**Run 1: clock wiring as the flow saved it**

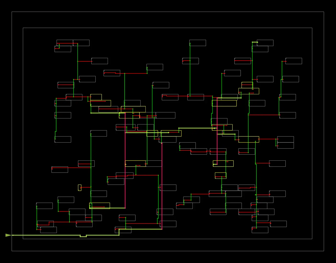
**Run 1: routed metal, one colour a layer**

Only two layers are drawn.
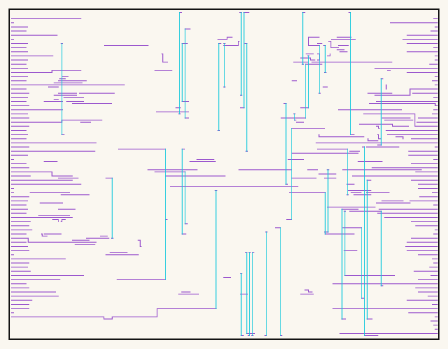
**Run 1: PDN straps and rails**

Pins as bars on the die edge.
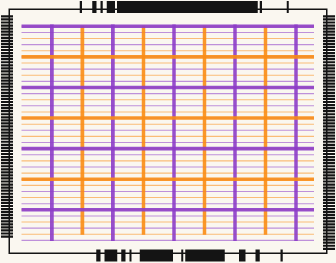
===== src/rtl/mem_arb_pkg.sv =====
// Shared types and default widths for the round-robin data-memory arbiter.
// The optional per-core grant counters are enabled with MEM_ARB_STATS_EN.
package mem_arb_pkg;

    typedef enum logic [1:0] {
        ARB_IDLE  = 2'd0,
        ARB_GRANT = 2'd1,
        ARB_RESP  = 2'd2
    } arb_state_e;

    localparam int NUM_REQ_DEF = 4;
    localparam int ADDR_W_DEF  = 8;
    localparam int DATA_W_DEF  = 32;
    localparam int STAT_W      = 16;

endpackage


===== src/rtl/mem_arbiter_rr_pick.sv =====
// Combinational round-robin picker: first requester at or after ptr, wrapping.
// The wrap is handled by scanning a doubled copy of the request vector.
module rr_pick #(
    parameter int NUM_REQ = 4,
    parameter int PTR_W   = $clog2(NUM_REQ)
) (
    input  logic [NUM_REQ-1:0] req_i,
    input  logic [PTR_W-1:0]   ptr_i,
    output logic [PTR_W-1:0]   sel_o,
    output logic               valid_o
);

    localparam int             DW   = 2 * NUM_REQ;
    localparam logic [PTR_W:0] NREQ = (PTR_W + 1)'(NUM_REQ);

    logic [DW-1:0] doubled;
    logic [PTR_W:0] hit;

    assign doubled = {req_i, req_i};

    // Lowest set index at or above ptr wins; indices in the upper copy fold back by NUM_REQ.
    always_comb begin
        hit = '0;
        for (int i = DW - 1; i >= 0; i--) begin
            if (doubled[i] && (i >= int'(ptr_i))) begin
                hit = (PTR_W + 1)'(i);
            end
        end
        if (hit >= NREQ) begin
            hit = hit - NREQ;
        end
        sel_o = hit[PTR_W-1:0];
    end

    assign valid_o = |req_i;

endmodule


===== src/rtl/mem_arbiter.sv =====
// Round-robin arbiter sharing one single-port data RAM between NUM_REQ core MEM stages.
// Define MEM_ARB_STATS_EN to add saturating per-core grant counters on stat_cnt.
module mem_arbiter
    import mem_arb_pkg::*;
#(
    parameter int NUM_REQ = NUM_REQ_DEF,
    parameter int ADDR_W  = ADDR_W_DEF,
    parameter int DATA_W  = DATA_W_DEF
) (
    input  logic                        clk,
    input  logic                        rst,
    input  logic [NUM_REQ-1:0]          req,
    input  logic [NUM_REQ-1:0]          req_we,
    input  logic [NUM_REQ*ADDR_W-1:0]   req_addr,
    input  logic [NUM_REQ*DATA_W-1:0]   req_wdata,
    output logic [NUM_REQ-1:0]          ack,
    output logic [DATA_W-1:0]           rdata,
    output logic                        busy,
    output logic                        mem_en,
    output logic                        mem_we,
    output logic [ADDR_W-1:0]           mem_addr,
    output logic [DATA_W-1:0]           mem_wdata,
    input  logic [DATA_W-1:0]           mem_rdata
`ifdef MEM_ARB_STATS_EN
    ,
    output logic [NUM_REQ*STAT_W-1:0]   stat_cnt
`endif
);

    localparam int PTR_W = $clog2(NUM_REQ);

    arb_state_e        state_q, state_d;
    logic [PTR_W-1:0]  ptr_q, ptr_d;
    logic [PTR_W-1:0]  sel_q, sel_d;
    logic              we_q, we_d;
    logic [ADDR_W-1:0] addr_q, addr_d;
    logic [DATA_W-1:0] wdata_q, wdata_d;
    logic [DATA_W-1:0] rdata_q, rdata_d;

    logic [PTR_W-1:0]  pickSel;
    logic              pickValid;

    rr_pick #(
        .NUM_REQ (NUM_REQ),
        .PTR_W   (PTR_W)
    ) u_rr_pick (
        .req_i   (req),
        .ptr_i   (ptr_q),
        .sel_o   (pickSel),
        .valid_o (pickValid)
    );

    always_ff @(posedge clk) begin
        if (rst) begin
            state_q <= ARB_IDLE;
            ptr_q   <= '0;
            sel_q   <= '0;
            we_q    <= 1'b0;
            addr_q  <= '0;
            wdata_q <= '0;
            rdata_q <= '0;
        end else begin
            state_q <= state_d;
            ptr_q   <= ptr_d;
            sel_q   <= sel_d;
            we_q    <= we_d;
            addr_q  <= addr_d;
            wdata_q <= wdata_d;
            rdata_q <= rdata_d;
        end
    end

    // RAM read data arrives in RESP, so rdata bypasses the holding register during the ack cycle.
    always_comb begin
        state_d = state_q;
        ptr_d   = ptr_q;
        sel_d   = sel_q;
        we_d    = we_q;
        addr_d  = addr_q;
        wdata_d = wdata_q;
        rdata_d = rdata_q;
        rdata   = rdata_q;
        ack     = '0;
        mem_en  = 1'b0;
        case (state_q)
            ARB_IDLE: begin
                if (pickValid) begin
                    sel_d   = pickSel;
                    we_d    = req_we[pickSel];
                    addr_d  = req_addr[pickSel*ADDR_W +: ADDR_W];
                    wdata_d = req_wdata[pickSel*DATA_W +: DATA_W];
                    state_d = ARB_GRANT;
                end
            end
            ARB_GRANT: begin
                mem_en  = 1'b1;
                state_d = ARB_RESP;
            end
            ARB_RESP: begin
                ack[sel_q] = 1'b1;
                if (!we_q) begin
                    rdata_d = mem_rdata;
                    rdata   = mem_rdata;
                end
                ptr_d   = (sel_q == PTR_W'(NUM_REQ - 1)) ? '0 : sel_q + PTR_W'(1);
                state_d = ARB_IDLE;
            end
            default: begin
                state_d = ARB_IDLE;
            end
        endcase
    end

    assign busy      = (state_q != ARB_IDLE);
    assign mem_we    = mem_en & we_q;
    assign mem_addr  = addr_q;
    assign mem_wdata = wdata_q;

`ifdef MEM_ARB_STATS_EN
    logic [STAT_W-1:0] stat_q [NUM_REQ];

    always_ff @(posedge clk) begin
        if (rst) begin
            for (int i = 0; i < NUM_REQ; i++) begin
                stat_q[i] <= '0;
            end
        end else if ((state_q == ARB_RESP) && (stat_q[sel_q] != '1)) begin
            stat_q[sel_q] <= stat_q[sel_q] + STAT_W'(1);
        end
    end

    for (genvar g = 0; g < NUM_REQ; g++) begin : g_stat
        assign stat_cnt[g*STAT_W +: STAT_W] = stat_q[g];
    end
`endif

endmodule


===== config.mk =====
export PLATFORM = sky130hd
export DESIGN_NAME = mem_arbiter
export DESIGN_NICKNAME = d
export VERILOG_FILES = /design/src/rtl/mem_arb_pkg.sv /design/src/rtl/mem_arbiter_rr_pick.sv /design/src/rtl/mem_arbiter.sv
export SDC_FILE = /design/constraint.sdc
export NUM_CORES = 1
export LEC_CHECK = 0
export ABC_AREA = 1
export CAP_MARGIN = 20
export CORE_ASPECT_RATIO = 0.75
export CORE_MARGIN = 5
export CORE_UTILIZATION = 40
export DETAILED_ROUTE_END_ITERATION = 8
export PLACE_DENSITY = 0.88
export SLEW_MARGIN = 20
export SYNTH_ARGS = -nofsm -noshare
export SYNTH_HDL_FRONTEND = slang
export SYNTH_SLANG_ARGS = --single-unit

===== constraint.sdc =====
create_clock -name clk -period 1.7 [get_ports clk]
set_clock_uncertainty 0.1 [all_clocks]
set_input_delay 0.34 -clock clk [delete_from_list [all_inputs] [get_ports clk]]
set_output_delay 0.34 -clock clk [all_outputs]
set_load 0.1 [all_outputs]

==> summary.txt, run 1 <==
Status: complete, but fails checks
Violated checks: negative setup slack
First-pass GRT wire length: 34.3 mm
R2R cell count: 11
Synth top area share: 30.9%
Combinational Gates: 548
Hold_buf cts: 0
Vias per cell: 5.18
Met3 WL: 2.33 mm
Basic Gates by Area: 38.4%
Synth cell types: 25
PortBufs: 280
RePlAce Congestion: 0.976
Setup crit end: rdata[21]
Pins Over Slew Limit: 0
Worst hold path endpoint: state_q[1]
Logic share of the area: 29.3%
Internal: 5.73 mW
Slowest stage cell, crit path: dfxtp_2
Met2 Use GR: 51.0%
Count of non-filler cells in the finished layout: 1,354
Metal-1 WL: 9.02 mm
# IOs: 281
Post-DRT Antenna Nets: 0
MUX share of area: 0%
WS Path Type: register to primary output
Sw Ratio: 42.4%
Signal inverters: 180
Setup WS pre-CTS: -460 ps
Layout Utilization: 85.9%
Logic power comb: 5.47 mW
Post-cts resize count: 56
Final Worst Setup Slack: -592 ps
Sequential power share: 22.6%
Min Tclk post-route: 2290 ps
Flop count: 79
Non-clk buf share: 44.1%
Clock-pin transition on the worst setup and hold timing paths: 60 ps
Fmax: 0.436 GHz
Power share of the combinational group: 54.9%
Clock network share of area: 3.23%
Ys cells: 861
1st-pass router iterations: 5
XORs/XNORs by Area: 0%
Clock tree buffer depth: 2
Setup tns final: -18,090 ps
Inserted Diodes: 1
Critical path depth: 10
Ys async rst share: 0%
Initial antenna violation count: 1
Synth-to-Final Area Change: 108%
Seq power: 2.25 mW
CP bufs+invs: 6
Share of layout cells above drive strength 1: 26.9%
Setup Buffers After CTS: 15
Hold Path Origin: rst
Well-Tap Cells: 166
Crit-path cells: inv_2 > nor2_4 > inv_2 > nor2_4 > buf_4 > clkbuf_16 > or2_2 > inv_1 > a21oi_4 > buf_12
Final Hold Violation Tally: 0
Top Metal Used: met4
Syn Inst Count: 861
Yosys stat chip area: 0.00511 mm^2
Pin count of the biggest net entering global routing: 42
Flip-flops with a built-in enable: 0
Sequential share of cell area: 15.0%
Max Cap Viol: 0
Post-synth regs: 79
Non-clock buffers: 364
Slew headroom: 73.4%
Fillcell total: 681
Num rows: 35
Log Warnings: 32
Insertion Delay late pin: 340 ps
Post-synthesis instance area: 0.00511 mm^2
Core Area: 0.0124 mm^2
Metal2 WL: 12.5 mm
Ys flop type: dfxtp_1
Drt drc: 0
Syn nets: 1,067
CP top delay family: buffers and inverters
Compound Share, Synth: 10.7%
HP Class: primary input to register
RR Startpoint: ptr_q[1]
Yosys top cell by instances: nand2_1
Clk pwr share: 22.5%
Routing usage on met1: 32.2%
Final setup fails: 43
Worst-Margin Slew: 400 ps
Met3 usage: 7.10%
Notes on 'clock wiring as the flow saved it' above:
clock sink total: 79
Num CTS Buffers: 9

Notes on 'routed metal, one colour a layer' above:
colour	layer	wire length
cyan	met4	1,020 um
purple	met3	2,330 um
Vias: 7,010
wirelength, routed: 24.9 mm
total track usage: 28.3%

Notes on 'PDN straps and rails' above:
colour	net
orange	VDD
purple	VSS
met5 straps	7
met1 rails	36
Die Wd: 141 um
Die Span Y: 108 um

**Run 1: clock network drawn from the DEF**

The bar under the picture is 50 um long.
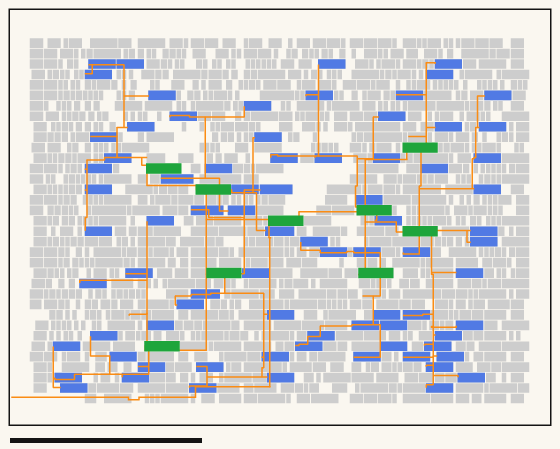

==> run 1 -> run 2 <==
CTS_BUF_LIST = sky130_fd_sc_hd__clkbuf_16   (was default)
HOLD_SLACK_MARGIN = 0.12   (was default)
**Run 2: clock network drawn from the DEF**

The bar under the picture is 50 um long.
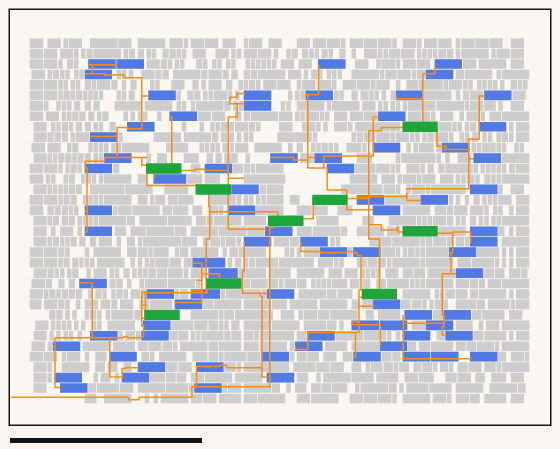
[blue] flip-flops | count: 79
[green] cells driving clock nets | count: 9
[orange] clock wires | length: 1,110 um
flops lie	all over the die
Clock group: 2.03 mW
Insertion Delay late pin: 330 ps
Clk pwr share: 20.6%

**Run 2: routed metal, one colour a layer**

Only two layers are drawn.
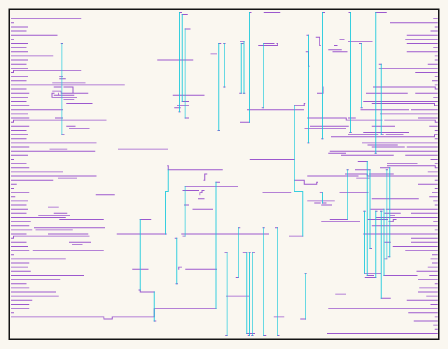
colour	layer	wire length
purple	met3	2,260 um
cyan	met4	1,080 um
wirelength, routed: 25.4 mm
DR WL/cell: 18.7 um

==> summary.txt, run 2 <==
Setup WS pre-CTS: -460 ps
Largest power group: combinational cells
Period utilization: 134%
Hold Path Origin: rst
Fillcell total: 679
Sequential share of cell area: 14.8%
Ys flop type: dfxtp_1
Share of layout cells above drive strength 1: 27.7%
Clock sink total: 79
CP top delay family: buffers and inverters
Syn Inst Count: 861
Post-DRT Antenna Nets: 0
PortBufs: 280
RR Startpoint: ptr_q[1]
Core Area: 0.0124 mm^2
Yosys top cell by instances: nand2_1
Flip-flops with a built-in enable: 0
Ys async rst share: 0%
Crit-path cells: inv_2 > nor2_4 > inv_2 > nor2_4 > buf_6 > clkbuf_16 > or2_4 > inv_2 > a21oi_4 > buf_12
Log Warnings: 32
Pins Over Slew Limit: 0
Syn nets: 1,067
Crit path capture type: primary output
Synth warn: 0
Synth-to-Final Area Change: 110%
Well-Tap Cells: 166
Final Worst Setup Slack: -579 ps
Die Wd: 141 um
Post-cts resize count: 62
Violated checks: negative setup slack
Yosys stat chip area: 0.00511 mm^2
Combinational Gates: 548
Met2 Use GR: 53.7%
Vias per cell: 5.18
Met3 WL: 2.26 mm
Metal2 WL: 12.7 mm
Critical path depth: 10
WS Path Type: register to primary output
Power share of the combinational group: 56.5%
Setup Buffers After CTS: 17
Initial antenna violation count: 0
Seq power: 2.25 mW
Status: complete, but fails checks
R2R cell count: 9
Setup tns final: -18,470 ps
Fmax: 0.439 GHz
Clock tree buffer depth: 2
XORs/XNORs by Area: 0%
Clock-pin transition on the worst setup and hold timing paths: 60 ps
RePlAce Congestion: 0.976
Worst-Margin Slew: 410 ps
Routing usage on met1: 33.0%
Hold_buf cts: 0
Slew headroom: 72.6%
Num rows: 35
CP bufs+invs: 6
Compound Share, Synth: 10.7%
Sequential power share: 22.9%
Final setup fails: 41
Worst hold path endpoint: ptr_q[0]
Clock network share of area: 2.83%
Slowest stage cell, crit path: dfxtp_2
Synth top area share: 30.9%
Count of non-filler cells in the finished layout: 1,355
Post-synth regs: 79
Met3 usage: 6.66%
Non-clk buf share: 44.2%
Final Hold Violation Tally: 0
Die Span Y: 108 um
HP Class: primary input to register
Post-synthesis instance area: 0.00511 mm^2
# IOs: 281
Signal inverters: 180
Layout Utilization: 86.6%
# clk buffers: 9
Pin count of the biggest net entering global routing: 42
Total track usage: 29.3%
Synth cell types: 25
Sw Ratio: 43.2%
Logic share of the area: 29.7%
Logic power comb: 5.57 mW
Min Tclk post-route: 2280 ps
Top Metal Used: met4
Basic Gates by Area: 38.4%
MUX share of area: 0%
Setup crit end: rdata[2]
**Run 2: PDN straps and rails**

Pins as bars on the die edge.
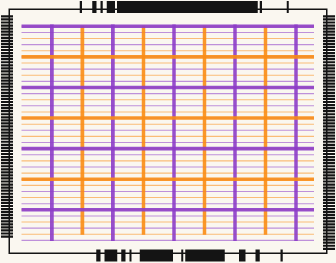

==> run 2 -> run 3 <==
CORE_ASPECT_RATIO = default   (was 0.75)
CORE_UTILIZATION = 39   (was 40)
PLACE_DENSITY = 0.86   (was 0.88)
SYNTH_HIERARCHICAL = 1   (was default)
**Run 3: PDN straps and rails**

Pins as bars on the die edge.
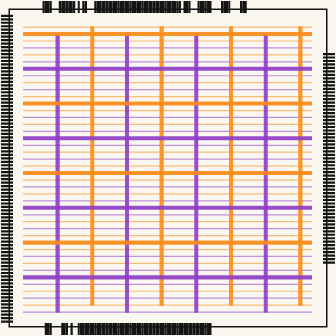
colour	net
purple	VSS
orange	VDD
signal pins	281
met5 straps	8
Die Wd: 124 um
peak supply drop: 515 uV
Die Span Y: 124 um

**Run 3: routed metal, one colour a layer**

Only two layers are drawn.
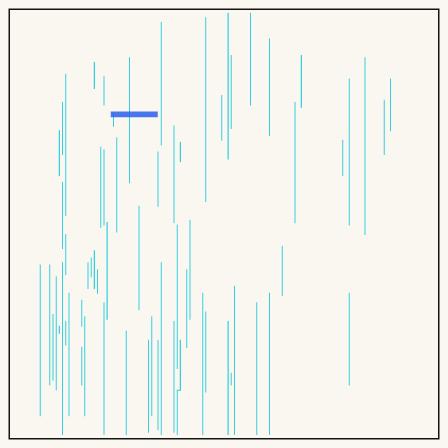
colour	layer	wire length
cyan	met4	1,650 um
blue	met5	12.0 um
wirelength, routed: 25.7 mm
Vias: 6,940

==> summary.txt, run 3 <==
Layout Utilization: 87.3%
Yosys top cell by instances: nand2_1
Period utilization: 126%
Clock-pin transition on the worst setup and hold timing paths: 60 ps
First-pass GRT wire length: 31.5 mm
Synth-to-Final Area Change: 119%
Pins Over Slew Limit: 0
Post-DRT Antenna Nets: 0
Power share of the combinational group: 57.8%
Post-synth regs: 79
Basic Gates by Area: 39.4%
Routing usage on met1: 28.2%
Metal-1 WL: 8.49 mm
Syn Inst Count: 826
Met3 usage: 7.31%
Syn nets: 1,032
Final Worst Setup Slack: -435 ps
Min Tclk post-route: 2140 ps
Violated checks: negative setup slack
Clock group: 1.94 mW
Sw Ratio: 44.8%
Flip-flops with a built-in enable: 0
CP bufs+invs: 5
DR WL/cell: 19.2 um
Signal inverters: 159
HP Class: primary input to register
Ys cells: 826
Ys async rst share: 0%
Seq power: 2.25 mW
Num CTS Buffers: 9
Num rows: 41
Internal: 5.48 mW
# IOs: 281
# clk buffers: 9
Synth warn: 6
Setup Buffers After CTS: 11
Met3 WL: 2.53 mm
RePlAce Congestion: 0.969
Synth top area share: 31.4%
Clock sink total: 79
Drt drc: 0
Synth cell types: 21
Insertion Delay late pin: 330 ps
CP top delay family: buffers and inverters
XORs/XNORs by Area: 0%
Fmax: 0.468 GHz
Log Warnings: 32
RR Startpoint: ptr_q[0]
Initial antenna violation count: 3
Compound Share, Synth: 10.4%
Critical path depth: 8
Clk pwr share: 19.5%
Final setup fails: 42
1st-pass router iterations: 5
Slew headroom: 71.0%
Sequential power share: 22.7%
Logic share of the area: 31.3%
Status: complete, but fails checks
Fillcell total: 595
Logic power comb: 5.74 mW
Max Cap Viol: 0
Setup tns final: -13,510 ps
Hold_buf cts: 0
MUX share of area: 0%
Worst hold path endpoint: rdata_q[12]
Largest power group: combinational cells
Non-clock buffers: 372
Hold Path Origin: rst
Worst-Margin Slew: 434 ps
Pin count of the biggest net entering global routing: 64
Power is estimated from default activity; no workload was simulated.
